===== config.mk =====
export PLATFORM = sky130hd
export DESIGN_NAME = vrf_write_arbiter
export DESIGN_NICKNAME = d
export VERILOG_FILES = /design/src/rtl/core_pkg.sv /design/src/rtl/rr_arbiter_comb.sv /design/src/rtl/vrf_write_arbiter.sv
export SDC_FILE = /design/constraint.sdc
export NUM_CORES = 1
export LEC_CHECK = 0
export CAP_MARGIN = 0
export CORE_UTILIZATION = 24
export DETAILED_ROUTE_END_ITERATION = 8
export PLACE_DENSITY = 0.6
export SKIP_CTS_REPAIR_TIMING = 1
export SYNTH_ARGS = -nofsm -noshare
export SYNTH_HDL_FRONTEND = slang
export SYNTH_HIERARCHICAL = 1
export SYNTH_SLANG_ARGS = --single-unit
export TNS_END_PERCENT = 5

===== constraint.sdc =====
create_clock -name clk_i -period 8.05 [get_ports clk_i]
set_clock_uncertainty 0.1 [all_clocks]
set_input_delay 2.415 -clock clk_i [delete_from_list [all_inputs] [get_ports clk_i]]
set_output_delay 2.415 -clock clk_i [all_outputs]
set_load 0.005 [all_outputs]

===== src/rtl/core_pkg.sv =====
// Shared vector-core types: VRF word/strobe/address, instruction id and the
// writeback request bundle carried from a requester to the VRF write port.
package core_pkg;

  localparam int unsigned VrfDataWidth = 64;
  localparam int unsigned VrfStrbWidth = VrfDataWidth / 8;
  localparam int unsigned VrfAddrWidth = 10;
  localparam int unsigned InsnIdWidth  = 4;

  typedef logic [VrfDataWidth-1:0] vrf_data_t;
  typedef logic [VrfStrbWidth-1:0] vrf_strb_t;
  typedef logic [VrfAddrWidth-1:0] vrf_addr_t;
  typedef logic [InsnIdWidth-1:0]  insn_id_t;

  typedef struct packed {
    vrf_data_t data;
    vrf_strb_t strb;
    vrf_addr_t addr;
    insn_id_t  id;
  } wb_req_t;

endpackage


===== src/rtl/rr_arbiter_comb.sv =====
// Purely combinational round-robin pick: first requester at or after ptr_i,
// wrapping N-1 -> 0. Shared by the VRF read- and write-port arbiters.
module rr_arbiter_comb #(
  parameter int unsigned N = 3
) (
  input  logic [N-1:0]         req_i,
  input  logic [$clog2(N)-1:0] ptr_i,
  output logic [N-1:0]         gnt_o,
  output logic [$clog2(N)-1:0] idx_o,
  output logic                 valid_o
);

  localparam int unsigned IdxW = $clog2(N);

  int j;

  always_comb begin
    gnt_o   = '0;
    idx_o   = '0;
    valid_o = 1'b0;
    j       = 0;
    for (int k = 0; k < N; k++) begin
      j = int'(ptr_i) + k;
      if (j >= N) j = j - N;
      if (!valid_o && req_i[j]) begin
        valid_o  = 1'b1;
        gnt_o[j] = 1'b1;
        idx_o    = IdxW'(j);
      end
    end
  end

endmodule


===== src/rtl/vrf_write_arbiter.sv =====
// Round-robin share of one per-lane VRF write port among NrWbPorts writeback
// units, with a single-entry output register and a commit pulse per retired word.
module vrf_write_arbiter
  import core_pkg::*;
#(
  parameter int unsigned NrWbPorts = 3,
  parameter int unsigned CntWidth  = 8
) (
  input  logic                          clk_i,
  input  logic                          rst_ni,
  input  logic [NrWbPorts-1:0]          wb_valid_i,
  input  vrf_data_t                     wb_wdata_i [NrWbPorts],
  input  vrf_strb_t                     wb_wstrb_i [NrWbPorts],
  input  vrf_addr_t                     wb_addr_i  [NrWbPorts],
  input  insn_id_t                      wb_id_i    [NrWbPorts],
  output logic [NrWbPorts-1:0]          wb_gnt_o,
  output logic                          vrf_we_o,
  output vrf_data_t                     vrf_wdata_o,
  output vrf_strb_t                     vrf_wstrb_o,
  output vrf_addr_t                     vrf_waddr_o,
  input  logic                          vrf_ready_i,
  output logic                          commit_valid_o,
  output insn_id_t                      commit_id_o,
  output logic [$clog2(NrWbPorts)-1:0]  commit_port_o,
  output logic [CntWidth-1:0]           gnt_cnt_o  [NrWbPorts]
);

  localparam int unsigned IdxW = $clog2(NrWbPorts);

  logic            we_q, we_d;
  wb_req_t         req_q, req_d;
  logic [IdxW-1:0] port_q, port_d;
  logic [IdxW-1:0] rr_q, rr_d;

  logic                 slot_free;
  logic [NrWbPorts-1:0] arb_req, arb_gnt;
  logic [IdxW-1:0]      arb_idx;
  logic                 arb_valid;

  // The slot may drain and refill in the same cycle, so a ready bank frees it.
  assign slot_free = !we_q || vrf_ready_i;
  assign arb_req   = slot_free ? wb_valid_i : '0;

  rr_arbiter_comb #(
    .N (NrWbPorts)
  ) i_rr_arbiter (
    .req_i   (arb_req),
    .ptr_i   (rr_q),
    .gnt_o   (arb_gnt),
    .idx_o   (arb_idx),
    .valid_o (arb_valid)
  );

  assign wb_gnt_o = arb_gnt;

  always_comb begin
    we_d   = we_q;
    req_d  = req_q;
    port_d = port_q;
    rr_d   = rr_q;
    if (slot_free) we_d = arb_valid;
    if (arb_valid) begin
      req_d  = '{data: wb_wdata_i[arb_idx], strb: wb_wstrb_i[arb_idx],
                 addr: wb_addr_i[arb_idx],  id:   wb_id_i[arb_idx]};
      port_d = arb_idx;
      rr_d   = (arb_idx == IdxW'(NrWbPorts - 1)) ? '0 : arb_idx + IdxW'(1);
    end
  end

  always_ff @(posedge clk_i or negedge rst_ni) begin
    if (!rst_ni) begin
      we_q <= 1'b0;
      rr_q <= '0;
    end else begin
      we_q <= we_d;
      rr_q <= rr_d;
    end
  end

  // Payload is qualified by we_q, so it needs no reset.
  always_ff @(posedge clk_i) begin
    req_q  <= req_d;
    port_q <= port_d;
  end

  assign vrf_we_o       = we_q;
  assign vrf_wdata_o    = req_q.data;
  assign vrf_wstrb_o    = req_q.strb;
  assign vrf_waddr_o    = req_q.addr;
  assign commit_valid_o = we_q && vrf_ready_i;
  assign commit_id_o    = req_q.id;
  assign commit_port_o  = port_q;

  for (genvar gi = 0; gi < NrWbPorts; gi++) begin : g_cnt
    logic [CntWidth-1:0] cnt_q, cnt_d;

    always_comb begin
      cnt_d = cnt_q;
      if (arb_gnt[gi] && (cnt_q != '1)) cnt_d = cnt_q + CntWidth'(1);
    end

    always_ff @(posedge clk_i or negedge rst_ni) begin
      if (!rst_ni) cnt_q <= '0;
      else         cnt_q <= cnt_d;
    end

    assign gnt_cnt_o[gi] = cnt_q;
  end

  a_gnt_onehot: assert property (@(posedge clk_i) disable iff (!rst_ni)
    $onehot0(wb_gnt_o));

  a_gnt_valid: assert property (@(posedge clk_i) disable iff (!rst_ni)
    ((wb_gnt_o & ~wb_valid_i) == '0));

  a_stall_stable: assert property (@(posedge clk_i) disable iff (!rst_ni)
    (vrf_we_o && !vrf_ready_i) |=>
      $stable({vrf_we_o, vrf_wdata_o, vrf_wstrb_o, vrf_waddr_o, commit_id_o, commit_port_o}));

endmodule


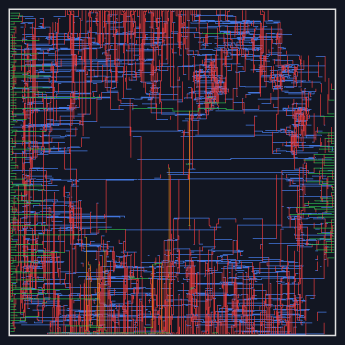
Figure 1: run 1, routed metal, one color a layer.
Drawn at 2 px/µm.
Red shows met2, wire length 11,100 µm. Green shows met3, wire length 1,390 µm. Blue shows met1, wire length 8,800 µm. Orange shows met4, wire length 377 µm.
via count: 5,567
wire per inst: 17.1 µm
GRT Util Overall: 0.164

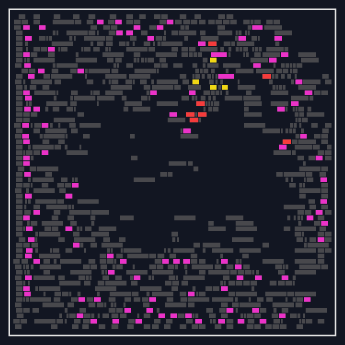
Figure 2: run 1, gate-type map.
Drawn at 2 px/µm.
Red shows adder and majority cells, cells 7. Magenta shows multiplexers, cells 104, where widely spread. Yellow shows AND-OR and OR-AND gates, cells 4.
fraction of area in multi-input gates: 0.245
Commonest Layout Cell: clkdlybuf4s50_1

==> ci_impl_report.md, run 1 <==
### Flow metrics

| Metric | Value |
|---|---|
| Gpl congestion | roughly 0.81 |
| Clock Sinks | 115 |
| Top-count cell post-synth | nand2_1 |
| Pwr per Cell Area | 346 mW/mm² |
| Sw power | between 1 and 1.5 mW |
| Area leader, netlist | edfxtp_1 |
| Critical path's top delay family | buffers and inverters |
| Status | completed |
| Util after Layout | 0.430 |
| Tool warnings | 29 |
| Clock root cell | clkbuf_16 |
| Max-cap violations | 0 |
| P&R area growth vs syn | 75.4% |
| Crit path capture | wb_gnt_o[0] |
| Critical path type | primary input to primary output |
| Core area | around 0.025 mm² |
| Fin crit period | 7.50 ns |
| Final ANT Viol Nets | 0 |
| DRT Pass-1 Iters | 4 |
| Iter 0 DRT Violations | 413 |
| Nets | 1,197 |
| Synth Seq Share | 0.537 |
| Type of origin of the critical path | primary input |
| Combinational power | 1.79 mW |
| Tightest Hold Check Type | flip-flop to flip-flop |
| Slowest stage delay, CP | between 0.6 and 0.7 ns |
| Number of global-route vias before repair | roughly 5,600 |
| Worst hold stages | 1 |
| Ys Warns | 6 |
| Most common library cells after synthesis | 101 x nand2_1, 89 x mux2i_1, 88 x edfxtp_1, 82 x o21ai_0, 27 x dfrtp_1 |
| Final Cell Area | around 0.011 mm² |
| Reg-to-Reg End | vrf_wstrb_o[3] |
| Yosys cell count | approximately 550 |
| H-tree depth | 4 |
| First-pass GRT wire length | between 30,000 and 40,000 µm |
| Clk latency late pin | around 0.40 ns |
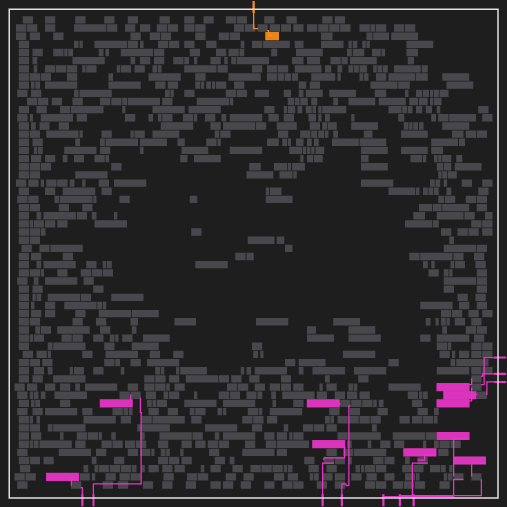
Figure 3: run 1, I/O nets highlighted.
Drawn at 3 px/µm.
Magenta shows `vrf_waddr_o`, direction output, edge 7 bottom, 3 right, end cells 10, buffers 10, wire 272 µm. Orange shows `vrf_ready_i`, direction input, edge top, end cells 2, buffers 1, wire 10.8 µm.
I/O pin total: 381
IO buf count: 380

-- run 1: per-layer routing --
layer | global-route usage | share of wire
met1 | 0.193 | 0.41
met2 | 0.284 | 0.51
met3 | 0.0491 | 0.064
met4 | 0.0506 | 0.017
met5 | 0 | 0
-- run 1: layout make-up --
class,count,area (µm²)
clock buffers,18,429
clock inverters,12,118
fillers,2449,14300
inverters,6,22.5
multi-input cells,397,2650
flip-flops and latches,115,3320
well taps,330,413
repair buffers,389,3880
-- run 1: kinds of logic after synthesis --
family | synth area share
AND/OR/NAND/NOR | 0.115
AND-OR/OR-AND | 0.109
flip-flops | 0.537
multiplexers | 0.176
buffers and inverters | 0.0397
adder cells (fa/ha/maj) | 0.0142
XOR/XNOR | 0.00851
Figure 4. The clock network (run 1).
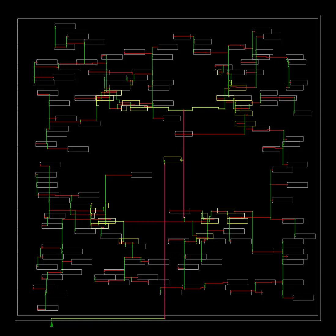

--- run 2 (diff from run 1) ---
--- a/config.mk
+++ b/config.mk
@@ -5,9 +5,11 @@
 export SDC_FILE = /design/constraint.sdc
 export NUM_CORES = 1
 export LEC_CHECK = 0
+export ABC_AREA = 1
 export CAP_MARGIN = 0
 export CORE_UTILIZATION = 24
 export DETAILED_ROUTE_END_ITERATION = 8
+export MAX_ROUTING_LAYER = met4
 export PLACE_DENSITY = 0.6
 export SKIP_CTS_REPAIR_TIMING = 1
 export SYNTH_ARGS = -nofsm -noshare
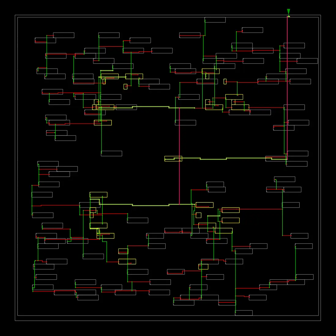
Figure 5: run 2, the clock network.
clk latency late pin: 0.41 ns
Layout clock buffers: 23

==> run 2 against run 1 <==
Compared with the run above: clock power shrank 2%; critical path depth grew 4; final cell count grew 15%; core utilization shrank 0.065 points; sequential power grew 5%; largest cell class unchanged; largest power group unchanged; highest routed layer unchanged.
==> ci_impl_report.md, run 2 <==
### Flow metrics

| Metric | Value |
|---|---|
| Clock root cell | clkbuf_16 |
| Most common library cells after synthesis | 286 x nand2_1, 197 x nand3_1, 88 x edfxtp_1, 36 x inv_1, 27 x dfrtp_1 |
| Area leader, netlist | edfxtp_1 |
| Final Cell Area | about 0.011 mm² |
| DRT Pass-1 Iters | 4 |
| Tool warnings | 29 |
| Type of origin of the critical path | primary input |
| Wire length on met3 | 1630 µm |
| First-pass GRT wire length | ~36,000 µm |
| P&R area growth vs syn | 76.3% |
| AND-OR/OR-AND Cells, Area Fraction | 0.0102 |
| Met2 GRT Util | 0.298 |
| Xor/xnor share | 0.00859 |
| Ys Warns | 6 |
| Largest logic family | simple AND/OR/NAND/NOR gates |
| Crit path capture | wb_gnt_o[0] |
| Tightest Hold Check Type | flip-flop to flip-flop |
| Grt peak-use layer | met2 |
| Critical path type | primary input to primary output |
| Number of global-route vias before repair | 6,290 |
| Reg-to-Reg End | vrf_wstrb_o[6] |
| Clock Sinks | 115 |
| Met3 Use GR | 0.0503 |
| Core area | 0.0251 mm² |
| Fin crit period | 7.12 ns |
| Post-Synth Adder-Cell Area | 0.0143 |
| Synth Seq Share | 0.542 |
| Util after Layout | 0.430 |
| Pwr per Cell Area | between 400 and 500 mW/mm² |
| Met1 Track Usage GR | 0.228 |
| Nets | 1,380 |
| Via count | between 6,000 and 7,000 |
| Mux share | 0 |
| Status | completed |
| WL met1 | 10,200 µm |
| I/O pin total | around 380 |
| Max-cap violations | 0 |
| H-tree depth | 4 |
| Gpl congestion | 0.789 |
| Max layer used | met4 |
| GRT Util Overall | 0.186 |
| Combinational power | about 2.5 mW |
| AND/OR/NAND/NOR Cells, Area Fraction | 0.369 |
run 2: cell types whose count changed after synthesis, sizes merged, moves of 10 or more:
cell,delta
a21oi,-17
clkbuf,+10
inv,+37
mux2,-13
mux2i,-91
nand2,+187
nand3,+188
nor2,+15
o21ai,-83
run 2: worst max-delay path: stages:
cell	delay, ns
clkdlybuf4s50_1	0.50
nor2_1	0.08
nor2_1	0.24
inv_2	0.11
o21ai_2	0.17
nand2_4	0.09
inv_2	0.07
nand2_1	0.04
nand2_1	0.06
inv_1	0.03
nand2_1	0.22
clkdlybuf4s50_1	0.56
run 2: final cells by class:
cell class	instances	area, µm²
flip-flops and latches	115	3320
diodes	2	5.00
multi-input cells	543	2480
fillers	2526	14300
inverters	44	166
well taps	330	413
clock inverters	9	53.8
clock buffers	23	489
repair buffers	388	3860
Figure 6. Where the registers sit (run 2).
Drawn at 1.5 px/µm. Other sequential cells in the stronger gray, the rest of the logic in the fainter gray.
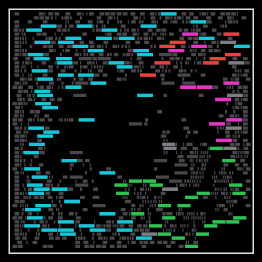

--- run 3 (diff from run 2) ---
==> constraint.sdc (replaced) <==
create_clock -name clk_i -period 7 [get_ports clk_i]
set_clock_uncertainty 0.1 [all_clocks]
set_input_delay 2.1 -clock clk_i [delete_from_list [all_inputs] [get_ports clk_i]]
set_output_delay 2.1 -clock clk_i [all_outputs]
set_load 0.005 [all_outputs]
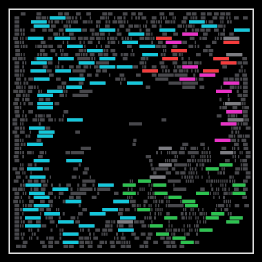
Figure 7: run 3, where the registers sit.
Drawn at 1.5 px/µm. Other sequential cells in the stronger gray, the rest of the logic in the fainter gray.
Magenta shows `vrf_waddr_o`, flops 10. Green shows `g_cnt.cnt_q`, flops 24. Cyan shows `vrf_wdata_o`, flops 64. Red shows `vrf_wstrb_o`, flops 8, where top right.
Another 9 sequential cells are not colored.
Flop area: 0.00332 mm²
Seq area share: 0.304
P_seq: 1.49 mW
Util after Layout: 0.434

==> run 3 against run 2 <==
Compared with the run above: combinational power increased by 15%; setup slack worse by 0.42 ns; die size did not move; sequential share of layout area shrank 0.32 points; register-to-register slack got worse by 0.65 ns; synthesized cell count unchanged; final cell count is essentially flat; non-clock buffer count increased by 1.
==> ci_impl_report.md, run 3 <==
### Flow metrics

| Metric | Value |
|---|---|
| Area leader, netlist | edfxtp_1 |
| Reg-to-Reg End | vrf_wdata_o[17] |
| AND-OR/OR-AND Cells, Area Fraction | 0.0102 |
| Gpl congestion | 0.783 |
| Non-clk bufs | 389 |
| AND/OR/NAND/NOR Cells, Area Fraction | 0.369 |
| WL met1 | about 10000 µm |
| Clk latency late pin | 0.41 ns |
| Ys Warns | 6 |
| Biggest Area Class | non-clock buffers |
| Type of origin of the critical path | primary input |
| Critical path type | primary input to primary output |
| Status | completed |
| FILL cells | 2,530 |
| Flip-flops | roughly 120 |
| P&R area growth vs syn | 78.2% |
| Iter 0 DRT Violations | between 300 and 400 |
| Number of global-route vias before repair | 6,273 |
| Synth Seq Share | 0.542 |
| Met1 Track Usage GR | 0.224 |
| Grt peak-use layer | met2 |
| Met2 GRT Util | 0.295 |
| Max-cap violations | 0 |
| Clock network share of area | 0.0589 |
| Sw power | roughly 2.2 mW |
| Final Cell Area | 0.0109 mm² |
| Fraction of area in multi-input gates | 0.227 |
| Wire length on met3 | 1600 µm |
| Via count | 6,526 |
| Clock root cell | clkbuf_16 |
| Mux share | 0 |
| GRT Util Overall | 0.182 |
| Most common library cells after synthesis | 286 x nand2_1, 197 x nand3_1, 88 x edfxtp_1, 36 x inv_1, 27 x dfrtp_1 |
| Inverters | 44 |
| Xor/xnor share | 0.00859 |
[run 3: power by group through the flow]
stage	Clock [mW]	Combinational [mW]	Sequential [mW]
6_report	0.972	2.91	1.49
5_1_grt	1.02	3.23	1.53
2_1_floorplan	0	1.53	1.55
3_5_place_dp	0	2.98	1.50
3_3_place_gp	0	2.97	1.49
4_1_cts	0.993	3.00	1.49
[run 3: worst max-delay path, cell delays in order]
cell             delay [ns]
clkdlybuf4s50_1        0.51
nor2_1                 0.08
nor2_1                 0.24
inv_2                  0.11
o21ai_2                0.17
nand2_4                0.09
inv_2                  0.07
nand2_1                0.05
nand2_1                0.08
inv_2                  0.05
nand2_1                0.18
clkdlybuf4s50_1        0.56
Power and IR drop assume default switching activity.
